==> images/placement_by_type.png <==
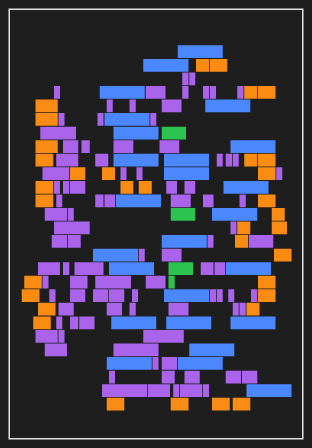
==> images/sizes.png <==
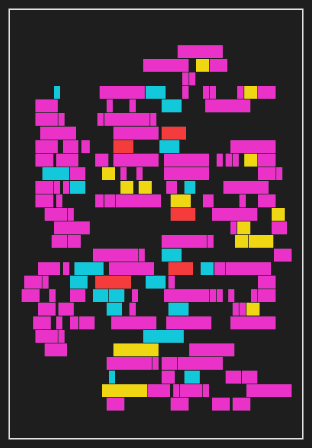
==> images/flops_by_reg.png <==
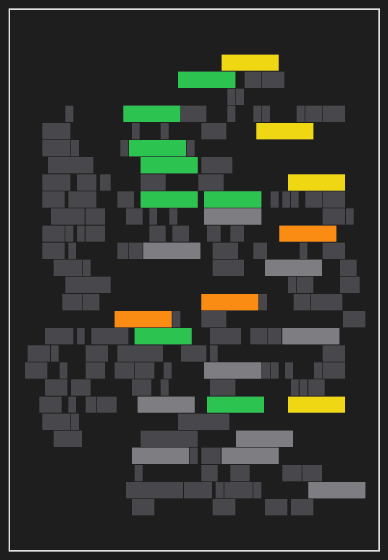
==> images/congestion.png <==
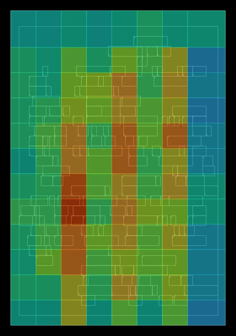
==> src/rtl/sub_pipe_t12.sv <==
// Clocked WIDTH-bit subtractor with borrow-in/borrow-out, delayed through a
// LATENCY-stage valid/ready pipeline whose empty stages collapse under stall.
module sub_pipe_t12 #(
    parameter int unsigned WIDTH   = 4,
    parameter int unsigned LATENCY = 3,
    parameter int unsigned CNTW    = 4
) (
    input  logic             clk,
    input  logic             rst,
    input  logic             in_valid,
    output logic             in_ready,
    input  logic [WIDTH-1:0] a,
    input  logic [WIDTH-1:0] b,
    input  logic             bi,
    output logic             out_valid,
    input  logic             out_ready,
    output logic [WIDTH-1:0] diff,
    output logic             bo,
    output logic             ovf,
    output logic [CNTW-1:0]  occ
);
    localparam int unsigned LAST = LATENCY - 1;

    logic [LATENCY-1:0]            r_vld;
    logic [LATENCY-1:0][WIDTH-1:0] r_diff;
    logic [LATENCY-1:0]            r_bo;
    logic [LATENCY-1:0]            r_ovf;
    logic [CNTW-1:0]               r_occ;

    logic [LATENCY-1:0]            w_load;
    logic [LATENCY-1:0]            w_src_vld;
    logic [LATENCY-1:0][WIDTH-1:0] w_src_diff;
    logic [LATENCY-1:0]            w_src_bo;
    logic [LATENCY-1:0]            w_src_ovf;
    logic [LATENCY-1:0]            w_nxt_vld;
    logic [LATENCY-1:0][WIDTH-1:0] w_nxt_diff;
    logic [LATENCY-1:0]            w_nxt_bo;
    logic [LATENCY-1:0]            w_nxt_ovf;
    logic [WIDTH:0]                w_wide;
    logic                          w_ovf;
    logic                          w_in_xfer;
    logic                          w_out_xfer;

    // Wide subtraction: the extra MSB is the borrow-out.
    always_comb begin
        w_wide = {1'b0, a} - {1'b0, b} - (WIDTH + 1)'(bi);
        w_ovf  = (a[WIDTH-1] != b[WIDTH-1]) && (w_wide[WIDTH-1] != a[WIDTH-1]);
    end

    for (genvar i = 0; i < LATENCY; i++) begin : g_stage
        // A stage is blocked only when it and every stage ahead are full and the output stalls.
        assign w_load[i] = out_ready || !(&r_vld[LAST:i]);

        if (i == 0) begin : g_head
            assign w_src_vld[i]  = in_valid;
            assign w_src_diff[i] = in_valid ? w_wide[WIDTH-1:0] : '0;
            assign w_src_bo[i]   = in_valid && w_wide[WIDTH];
            assign w_src_ovf[i]  = in_valid && w_ovf;
        end else begin : g_body
            assign w_src_vld[i]  = r_vld[i-1];
            assign w_src_diff[i] = r_diff[i-1];
            assign w_src_bo[i]   = r_bo[i-1];
            assign w_src_ovf[i]  = r_ovf[i-1];
        end

        // Loading pulls in the upstream stage, so a drained stage picks up zeros.
        assign w_nxt_vld[i]  = w_load[i] ? w_src_vld[i]  : r_vld[i];
        assign w_nxt_diff[i] = w_load[i] ? w_src_diff[i] : r_diff[i];
        assign w_nxt_bo[i]   = w_load[i] ? w_src_bo[i]   : r_bo[i];
        assign w_nxt_ovf[i]  = w_load[i] ? w_src_ovf[i]  : r_ovf[i];
    end

    assign w_in_xfer  = in_valid && w_load[0];
    assign w_out_xfer = r_vld[LAST] && out_ready;

    always_ff @(posedge clk or posedge rst) begin
        if (rst) begin
            r_vld  <= '0;
            r_diff <= '0;
            r_bo   <= '0;
            r_ovf  <= '0;
            r_occ  <= '0;
        end else begin
            r_vld  <= w_nxt_vld;
            r_diff <= w_nxt_diff;
            r_bo   <= w_nxt_bo;
            r_ovf  <= w_nxt_ovf;
            r_occ  <= r_occ + CNTW'(w_in_xfer) - CNTW'(w_out_xfer);
        end
    end

    assign in_ready  = w_load[0];
    assign out_valid = r_vld[LAST];
    assign diff      = r_diff[LAST];
    assign bo        = r_bo[LAST];
    assign ovf       = r_ovf[LAST];
    assign occ       = r_occ;

endmodule
==> config.mk <==
export PLATFORM = sky130hd
export DESIGN_NAME = sub_pipe_t12
export DESIGN_NICKNAME = d
export VERILOG_FILES = /design/src/rtl/sub_pipe_t12.sv
export SDC_FILE = /design/constraint.sdc
export NUM_CORES = 1
export LEC_CHECK = 0
export CELL_PAD_IN_SITES_DETAIL_PLACEMENT = 0
export CELL_PAD_IN_SITES_GLOBAL_PLACEMENT = 1
export CORE_ASPECT_RATIO = 1.5
export CORE_MARGIN = 2
export CORE_UTILIZATION = 30
export DETAILED_ROUTE_END_ITERATION = 10
export GPL_TIMING_DRIVEN = 0
export PLACE_DENSITY_LB_ADDON = 0.1
export SLEW_MARGIN = 20
export SYNTH_ARGS = -nofsm -noshare
export SYNTH_HDL_FRONTEND = slang
export SYNTH_SLANG_ARGS = --single-unit
==> constraint.sdc <==
create_clock -name clk -period 2 [get_ports clk]
set_input_delay 0.3 -clock clk [delete_from_list [all_inputs] [get_ports clk]]
set_output_delay 0.3 -clock clk [all_outputs]
set_load 0.01 [all_outputs]
==> results.tsv <==
metric	value	unit
crit path DAT	2.05	ns
Post-Syn Instances	124	
Max clock buf depth	2	
Cell Type Count	24	
Largest cells by area	dfrtp_1 47%, ha_1 9.3%, nand2_1 7.8%	
clk root buf	clkbuf_8	
Synthesized registers	25	
Hold WC Path Type	reg -> reg	
Top cells excl fill/tap	28 x nand2_1, 25 x dfrtp_1, 19 x clkdlybuf4s50_1, 13 x inv_1, 10 x buf_4	
chip height	85.90	um
main flop type	dfrtp_1	
Slowest-stage cell, CP	dfrtp_1	
Num CTS Buffers	3	
routability congestion estimate	0.6433	
WL final	2189	um
cell taking the most area after synthesis	dfrtp_1	
number of max-cap violations	0	
ys cells	124	
Highest Signal Layer	met4	
Yosys Chip Area	1341	um^2
Reg clk slew, reported paths	0.08	ns
CP Max Fanout	4	
cells on worst reg2reg path	9	
vias in the first global route	897	
FP Core Util	31.33	%
Mean Syn Cell Area	10.82	um^2
# hold bufs at CTS	0	
LEAKAGE	0.8837	nW
CP Class	reg -> reg	
area post-placement	1675	um^2
# diodes	0	
Synth top area share	46.64	%
Worst setup SP type	flip-flop	
WL met2	1150	um
final setup fails	0	
Power Density	943.7	nW/um^2
drt first pass iters	2	
status	finished, final reports clean	
Rows	29	
initial antenna violation count	0	
DP Wirelength	1709	um
mapped cell area	1341	um^2
port bufs	24	
Finished Core Util	41.23	%
Via density	4.366	
final antenna-violating net count	0	
clock skew	0.001489	ns
critical path, cell by cell	nor2b_4 > and3_4 > inv_8 > nand2_8 > ha_4 > inv_2 > ha_4 > fa_2 > xor2_1	
layout cells sized above 1	24.36	%
Notes on placement_by_type.png above:
- orange: other buffers and delay cells (cells 34; share of their area 19%)
- green: clock drivers and dummy loads (cells 4; share of their area 2.6%)
- blue: flops (cells 25; share of their area 37%)
- purple: combinational and other logic (cells 93; share of their area 42%)

Notes on sizes.png above:
- magenta: _0 and _1 cells (cells 118; share 76%)
- yellow: _3 and _4 cells (cells 14; share 9.0%)
- red: _6 and larger (cells 5; share 3.2%)
- cyan: _2 cells (cells 19; share 12%)

Notes on flops_by_reg.png above:
- orange: r_ovf (flops 3)
- green: r_diff (flops 8)
- yellow: diff (flops 4)
- not coloured: 10

Notes on congestion.png above:
total global-route track usage: 9.896%
routed wire length per instance: 10.84 um
GR peak layer: met2

[cells in the mapped netlist (2+ instances only)]
master    instances
a21oi_1           2
buf_4             4
buf_6             2
dfrtp_1          25
fa_1              3
ha_1             10
inv_1            15
mux2_2            6
nand2_1          28
nand2b_1          4
nand3_1           2
nand3b_1          2
o21ai_2           3
xnor2_1           6
xor2_1            3
[worst min-delay path, delay by kind of cell, from the launching register on]
family | cells | cell delay (ns)
AND/OR/NAND/NOR | 2 | 0.09
flip-flops | 1 | 0.35
[power breakdown]
part	internal (W)	total [W]	leakage (nW)	switching, W
Clock	0.000142	0.000294	0.0228	0.000152
Sequential	0.000629	0.000703	0.313	0.0000738
Combinational	0.000387	0.000669	0.548	0.000282
[flip-flops by register name (all words and copies together), names as in the netlist]
register and cells:
r_bo 3, r_ovf 3, r_diff 8, r_vld 3, diff 4, occ 4
[cell type report]
cell class | instances | area (um^2)
timing repair buffer | 30 | 290.3
buffer | 4 | 30.03
clock buffer | 4 | 45.04
fill | 457 | 2516
multi-input combinational | 77 | 649.4
inverter | 16 | 67.56
sequential | 25 | 625.6
tap | 46 | 57.56
[routing by layer]
layer / GRT usage (%) / vias to the layer above
met4: 6.198 / 0
met3: 1.659 / 5
li1: - / 446
met2: 17.26 / 24
met5: 0 / -
met1: 10.79 / 407
[path summary, 6_finish.rpt]
path	start	slack, ns	endpoint
worst max register to register	r_vld[2]$_DFFE_PP0P_	0.11	occ[2]$_DFF_PP0_
worst min-delay path	r_diff[2]$_DFFE_PP0N_	0.47	r_diff[2]$_DFFE_PP0N_
worst min register to register	r_diff[2]$_DFFE_PP0N_	0.47	r_diff[2]$_DFFE_PP0N_
max in group asynchronous	rst	0.89	occ[2]$_DFF_PP0_
min in group asynchronous	rst	0.54	r_vld[1]$_DFFE_PP0P_
worst max-delay path	r_vld[2]$_DFFE_PP0P_	0.11	occ[2]$_DFF_PP0_
[what timing repair did]
item	CTS	global route
buffers inserted	4	2
resized	3	8
pin swaps	3	8
setup endpoints to repair	5	5
hold endpoints to repair	0	0
[stage by stage]
| step | worst slack, ns | instances |
|---|---|---|
| floorplan | -0.1182 | 124 |
| global placement | -0.5282 | 194 |
| detailed placement | -0.5494 | 194 |
| CTS | -0.007017 | 201 |
| global route | 0.02957 | 202 |
| finish | 0.1124 | 202 |
[logic make-up (layout without fill, tap and decap cells)]
group,count (synthesis),count (layout),synth area share (%)
flip-flops,25,25,46.64
buffers and inverters,22,54,8.955
AND/OR/NAND/NOR,42,42,16.04
XOR/XNOR,9,9,5.877
AND-OR/OR-AND,7,7,3.638
multiplexers,6,6,5.037
adder cells (fa/ha/maj),13,13,13.81
Power is estimated from default activity; no workload was simulated.
